$ cat config.mk
export PLATFORM = sky130hd
export DESIGN_NAME = cdb_arbiter
export DESIGN_NICKNAME = d
export VERILOG_FILES = /design/src/rtl/cdb_arbiter.sv
export SDC_FILE = /design/constraint.sdc
export NUM_CORES = 1
export LEC_CHECK = 0
export CELL_PAD_IN_SITES_DETAIL_PLACEMENT = 0
export CELL_PAD_IN_SITES_GLOBAL_PLACEMENT = 1
export CORE_MARGIN = 10
export CORE_UTILIZATION = 48
export DETAILED_ROUTE_END_ITERATION = 16
export PLACE_DENSITY_LB_ADDON = 0.1
export SLEW_MARGIN = 20
export SYNTH_ARGS = -nofsm -noshare
export SYNTH_HDL_FRONTEND = slang
export SYNTH_SLANG_ARGS = --single-unit
$ cat constraint.sdc
create_clock -name clk -period 13.1 [get_ports clk]
set_clock_uncertainty 0.1 [all_clocks]
set_input_delay 3.275 -clock clk [delete_from_list [all_inputs] [get_ports clk]]
set_output_delay 3.275 -clock clk [all_outputs]
set_load 0.01 [all_outputs]
$ cat src/rtl/cdb_arbiter.sv
// Common-data-bus transmit arbiter: per-FU result FIFOs feeding a 4-slot registered broadcast,
// with round-robin slot assignment so that no functional unit is starved.
module cdb_arbiter #(
    parameter int NUM_FU     = 6,
    parameter int FIFO_DEPTH = 2,
    localparam int PEND_W    = $clog2(NUM_FU * FIFO_DEPTH + 1)
) (
    input  logic                   clk,
    input  logic                   rst_n,
    input  logic [NUM_FU-1:0]      fu_valid_flat,
    input  logic [4*NUM_FU-1:0]    fu_tag_flat,
    input  logic [16*NUM_FU-1:0]   fu_value_flat,
    output logic [NUM_FU-1:0]      fu_ready_flat,
    output logic [3:0]             cdb_valid_flat,
    output logic [15:0]            cdb_indices_flat,
    output logic [63:0]            cdb_values_flat,
    output logic [PEND_W-1:0]      pending
);

    localparam int SLOTS = 4;
    localparam int TAG_W = 4;
    localparam int VAL_W = 16;
    localparam int PTR_W = $clog2(FIFO_DEPTH);
    localparam int CNT_W = $clog2(FIFO_DEPTH + 1);
    localparam int FU_W  = $clog2(NUM_FU);

    logic [NUM_FU-1:0] valid;
    logic [TAG_W-1:0]  tag_in  [NUM_FU];
    logic [VAL_W-1:0]  val_in  [NUM_FU];

    logic [TAG_W-1:0]  tag_mem_q [NUM_FU][FIFO_DEPTH];
    logic [VAL_W-1:0]  val_mem_q [NUM_FU][FIFO_DEPTH];
    logic [PTR_W-1:0]  rd_ptr_q  [NUM_FU];
    logic [PTR_W-1:0]  wr_ptr_q  [NUM_FU];
    logic [CNT_W-1:0]  count_q   [NUM_FU];
    logic [CNT_W-1:0]  count_d   [NUM_FU];
    logic [NUM_FU-1:0] ready_q;
    logic [NUM_FU-1:0] push;
    logic [NUM_FU-1:0] pop;
    logic [FU_W-1:0]   rr_ptr_q;
    logic [FU_W-1:0]   rr_ptr_d;
    logic [PEND_W-1:0] pending_q;
    logic [PEND_W-1:0] pending_d;

    logic [SLOTS-1:0]  slot_vld_d;
    logic [TAG_W-1:0]  slot_tag_d [SLOTS];
    logic [VAL_W-1:0]  slot_val_d [SLOTS];
    logic [SLOTS-1:0]  cdb_vld_q;
    logic [TAG_W-1:0]  cdb_tag_q  [SLOTS];
    logic [VAL_W-1:0]  cdb_val_q  [SLOTS];

    int idx;
    int n_grant;

    // FU k occupies the most-significant field for k=0; slot i likewise
    for (genvar k = 0; k < NUM_FU; k++) begin : g_fu
        assign valid[k]                    = fu_valid_flat[NUM_FU-1-k];
        assign tag_in[k]                   = fu_tag_flat[TAG_W*(NUM_FU-1-k) +: TAG_W];
        assign val_in[k]                   = fu_value_flat[VAL_W*(NUM_FU-1-k) +: VAL_W];
        assign fu_ready_flat[NUM_FU-1-k]   = ready_q[k];
    end

    for (genvar s = 0; s < SLOTS; s++) begin : g_slot
        assign cdb_valid_flat[SLOTS-1-s]              = cdb_vld_q[s];
        assign cdb_indices_flat[TAG_W*(SLOTS-1-s) +: TAG_W] = cdb_tag_q[s];
        assign cdb_values_flat[VAL_W*(SLOTS-1-s) +: VAL_W]  = cdb_val_q[s];
    end

    assign push    = valid & ready_q;
    assign pending = pending_q;

    always_comb begin
        pop      = '0;
        slot_vld_d = '0;
        rr_ptr_d = rr_ptr_q;
        n_grant  = 0;
        idx      = 0;
        for (int s = 0; s < SLOTS; s++) begin
            slot_tag_d[s] = '0;
            slot_val_d[s] = '0;
        end
        for (int j = 0; j < NUM_FU; j++) begin
            idx = int'(rr_ptr_q) + j;
            if (idx >= NUM_FU) idx = idx - NUM_FU;
            if ((count_q[idx] != '0) && (n_grant < SLOTS)) begin
                pop[idx]            = 1'b1;
                slot_vld_d[n_grant] = 1'b1;
                slot_tag_d[n_grant] = tag_mem_q[idx][rd_ptr_q[idx]];
                slot_val_d[n_grant] = val_mem_q[idx][rd_ptr_q[idx]];
                rr_ptr_d            = (idx == NUM_FU - 1) ? '0 : FU_W'(idx + 1);
                n_grant             = n_grant + 1;
            end
        end
    end

    always_comb begin
        pending_d = '0;
        for (int k = 0; k < NUM_FU; k++) begin
            count_d[k] = count_q[k];
            if (push[k] && !pop[k])
                count_d[k] = count_q[k] + 1'b1;
            else if (!push[k] && pop[k])
                count_d[k] = count_q[k] - 1'b1;
            pending_d = pending_d + PEND_W'(count_d[k]);
        end
    end

    // ready is registered so it stays low while reset is held and through the first edge after
    always_ff @(posedge clk or negedge rst_n) begin
        if (!rst_n) begin
            for (int k = 0; k < NUM_FU; k++) begin
                rd_ptr_q[k] <= '0;
                wr_ptr_q[k] <= '0;
                count_q[k]  <= '0;
            end
            for (int s = 0; s < SLOTS; s++) begin
                cdb_tag_q[s] <= '0;
                cdb_val_q[s] <= '0;
            end
            ready_q   <= '0;
            rr_ptr_q  <= '0;
            pending_q <= '0;
            cdb_vld_q <= '0;
        end else begin
            for (int k = 0; k < NUM_FU; k++) begin
                if (push[k]) wr_ptr_q[k] <= wr_ptr_q[k] + 1'b1;
                if (pop[k])  rd_ptr_q[k] <= rd_ptr_q[k] + 1'b1;
                count_q[k] <= count_d[k];
                ready_q[k] <= (count_d[k] < CNT_W'(FIFO_DEPTH));
            end
            for (int s = 0; s < SLOTS; s++) begin
                cdb_tag_q[s] <= slot_tag_d[s];
                cdb_val_q[s] <= slot_val_d[s];
            end
            rr_ptr_q  <= rr_ptr_d;
            pending_q <= pending_d;
            cdb_vld_q <= slot_vld_d;
        end
    end

    always_ff @(posedge clk) begin
        for (int k = 0; k < NUM_FU; k++) begin
            if (push[k]) begin
                tag_mem_q[k][wr_ptr_q[k]] <= tag_in[k];
                val_mem_q[k][wr_ptr_q[k]] <= val_in[k];
            end
        end
    end

endmodule
==> flow_metrics.py <==
# Flow results
metrics = {
    "outcome": {
        "status": "complete, no violations",
    },
    "floorplan": {
        "nWellTaps": 696,
        "coreArea_um2": 54100,
        "die_h_um": 254,
        "initial_core_util_pct": 48.7,
        "dieArea_um2": 64700,
        "die_w_um": 254,
    },
    "run": {
        "maxCapViolations": 0,
        "warnings": 50,
    },
    "setup_path": {
        "crit_path_start_kind": "flip-flop",
        "worst_setup_path_end_kind": "flip-flop",
        "worst_ep_required_time_ns": 13.51,
        "rrSetupSlack_ns": 1.92,
        "rr_startpoint": "rr_ptr_q[0]",
        "crit_path_frequent_cell": "ha_1",
        "cp-endpoint": "pending[3]",
        "timing.rr.end": "pending[3]",
        "path_buffers": 8,
        "cp_max_fo": 64,
        "slowest_delay_ns": 0.78,
        "worstRegToRegCells": 36,
        "cp-startpoint": "rr_ptr_q[0]",
    },
    "placed_design": {
        "dp_cells": 3225,
        "dpl_worst_slack_ns": 1.92,
        "dp_hpwl_mm": 83.8,
        "place_congestion": 1.00,
    },
    "cells_and_area": {
        "regArea_um2": 10200,
        "n_fill_cell": 4555,
        "mostFrequentLayoutCells": "mux2i_1 (279), edfxtp_1 (240), clkdlybuf4s50_1 (220)",
        "top_area_cell_class": "combinational gates",
        "inv_count": 59,
        "fin_area_um2": 30600,
        "drive_above_1_share_pct": 16.8,
        "sh_comb_area_pct": 49.6,
        "nClkBuffers": 52,
        "comb_cells": 1823,
        "ff_count": 361,
        "fin_nets": 2755,
        "comb_area_um2": 15200,
        "fin_cells": 3303,
    },
    "synthesis": {
        "synthCells": 2426,
        "synth_top_cell_by_count": "mux2i_1",
        "synth.avg_cell_area_um2": 10.9,
        "flop_cell": "edfxtp_1",
        "synthTopCellsByArea": "edfxtp_1 (27%), dfrtp_1 (11%), mux4_2 (11%)",
        "compound_area_share_pct": 17.2,
        "synth_seq_share_pct": 38.8,
        "top_area_cell": "edfxtp_1",
        "adder_share_pct": 2.65,
        "top_cell_area_share_pct": 27.4,
        "edf_count": 240,
        "synthMuxAreaShare_pct": 26.6,
        "synth_flops": 361,
        "syn_area_um2": 26300,
        "xor_share_pct": 1.89,
    },
    "clock_network": {
        "cts_hold_buf": 0,
        "clk_transition_reported_paths_ns": 0.06,
        "cts_tree": "done",
        "clock-sinks": 361,
        "cts.repair.resized": 0,
    },
    "detailed_routing": {
        "top_layer": "met5",
        "drcViolationCount": 0,
        "drt_iter0_drc": 3904,
        "wl_met2_mm": 45.0,
        "wl_met1_mm": 46.9,
        "vias": 23800,
        "dr_wl_met3_mm": 18.8,
    },
    "timing": {
        "rsz0062_at_grt": "false",
        "slew_violations": 0,
        "max_slew.worst_pin.slew_ns": 1.32,
        "tns_ns": 0,
        "fmax_mhz": 89.4,
        "fin_hold_ws_ns": 0.373,
    },
    "grt": {
        "antenna_found_initial": 4,
        "gr-total-overflow": 0,
        "grt_use_met2_pct": 46.4,
        "grt_pass1_wl_mm": 163,
    },
    "hold_path": {
        "hold_end": "rd_ptr_q[3]",
    },
}
sequential cells by signal (all words and copies together) (netlist names):
| signal | flops |
|---|---|
| tag_mem_q | 48 |
| ready_q | 6 |
| wr_ptr_q | 6 |
| cdb_values_flat | 64 |
| count_q | 12 |
| val_mem_q | 192 |
| rd_ptr_q | 6 |
| cdb_indices_flat | 16 |
| cdb_vld_q | 4 |
| pending | 4 |
| rr_ptr_q | 3 |
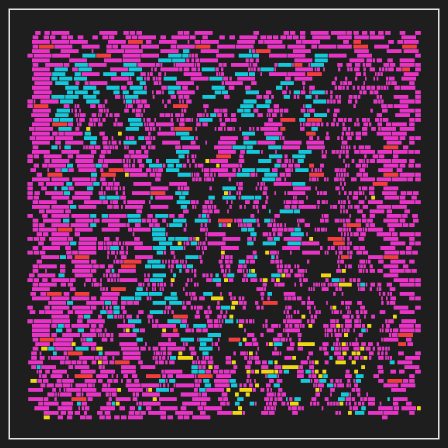
(drive-strength map)
Key: cyan = x2 [cells 296, most used mux4_2]; magenta = x1 and smaller [cells 2,168, most used mux2i_1]; yellow = x3 and x4 [cells 87, most used buf_4]; red = x6 and larger [cells 56, most used clkbuf_16]
Buffers, non-clock: 289
setup ws final: 1.92 ns
Area growth, synth to finish: 16.2%

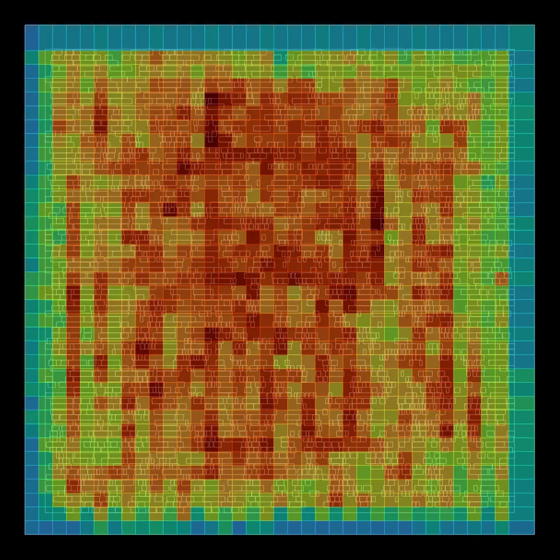
(routing congestion)
met1 Use GR: 49.1%
global-route usage over all layers: 34.8%

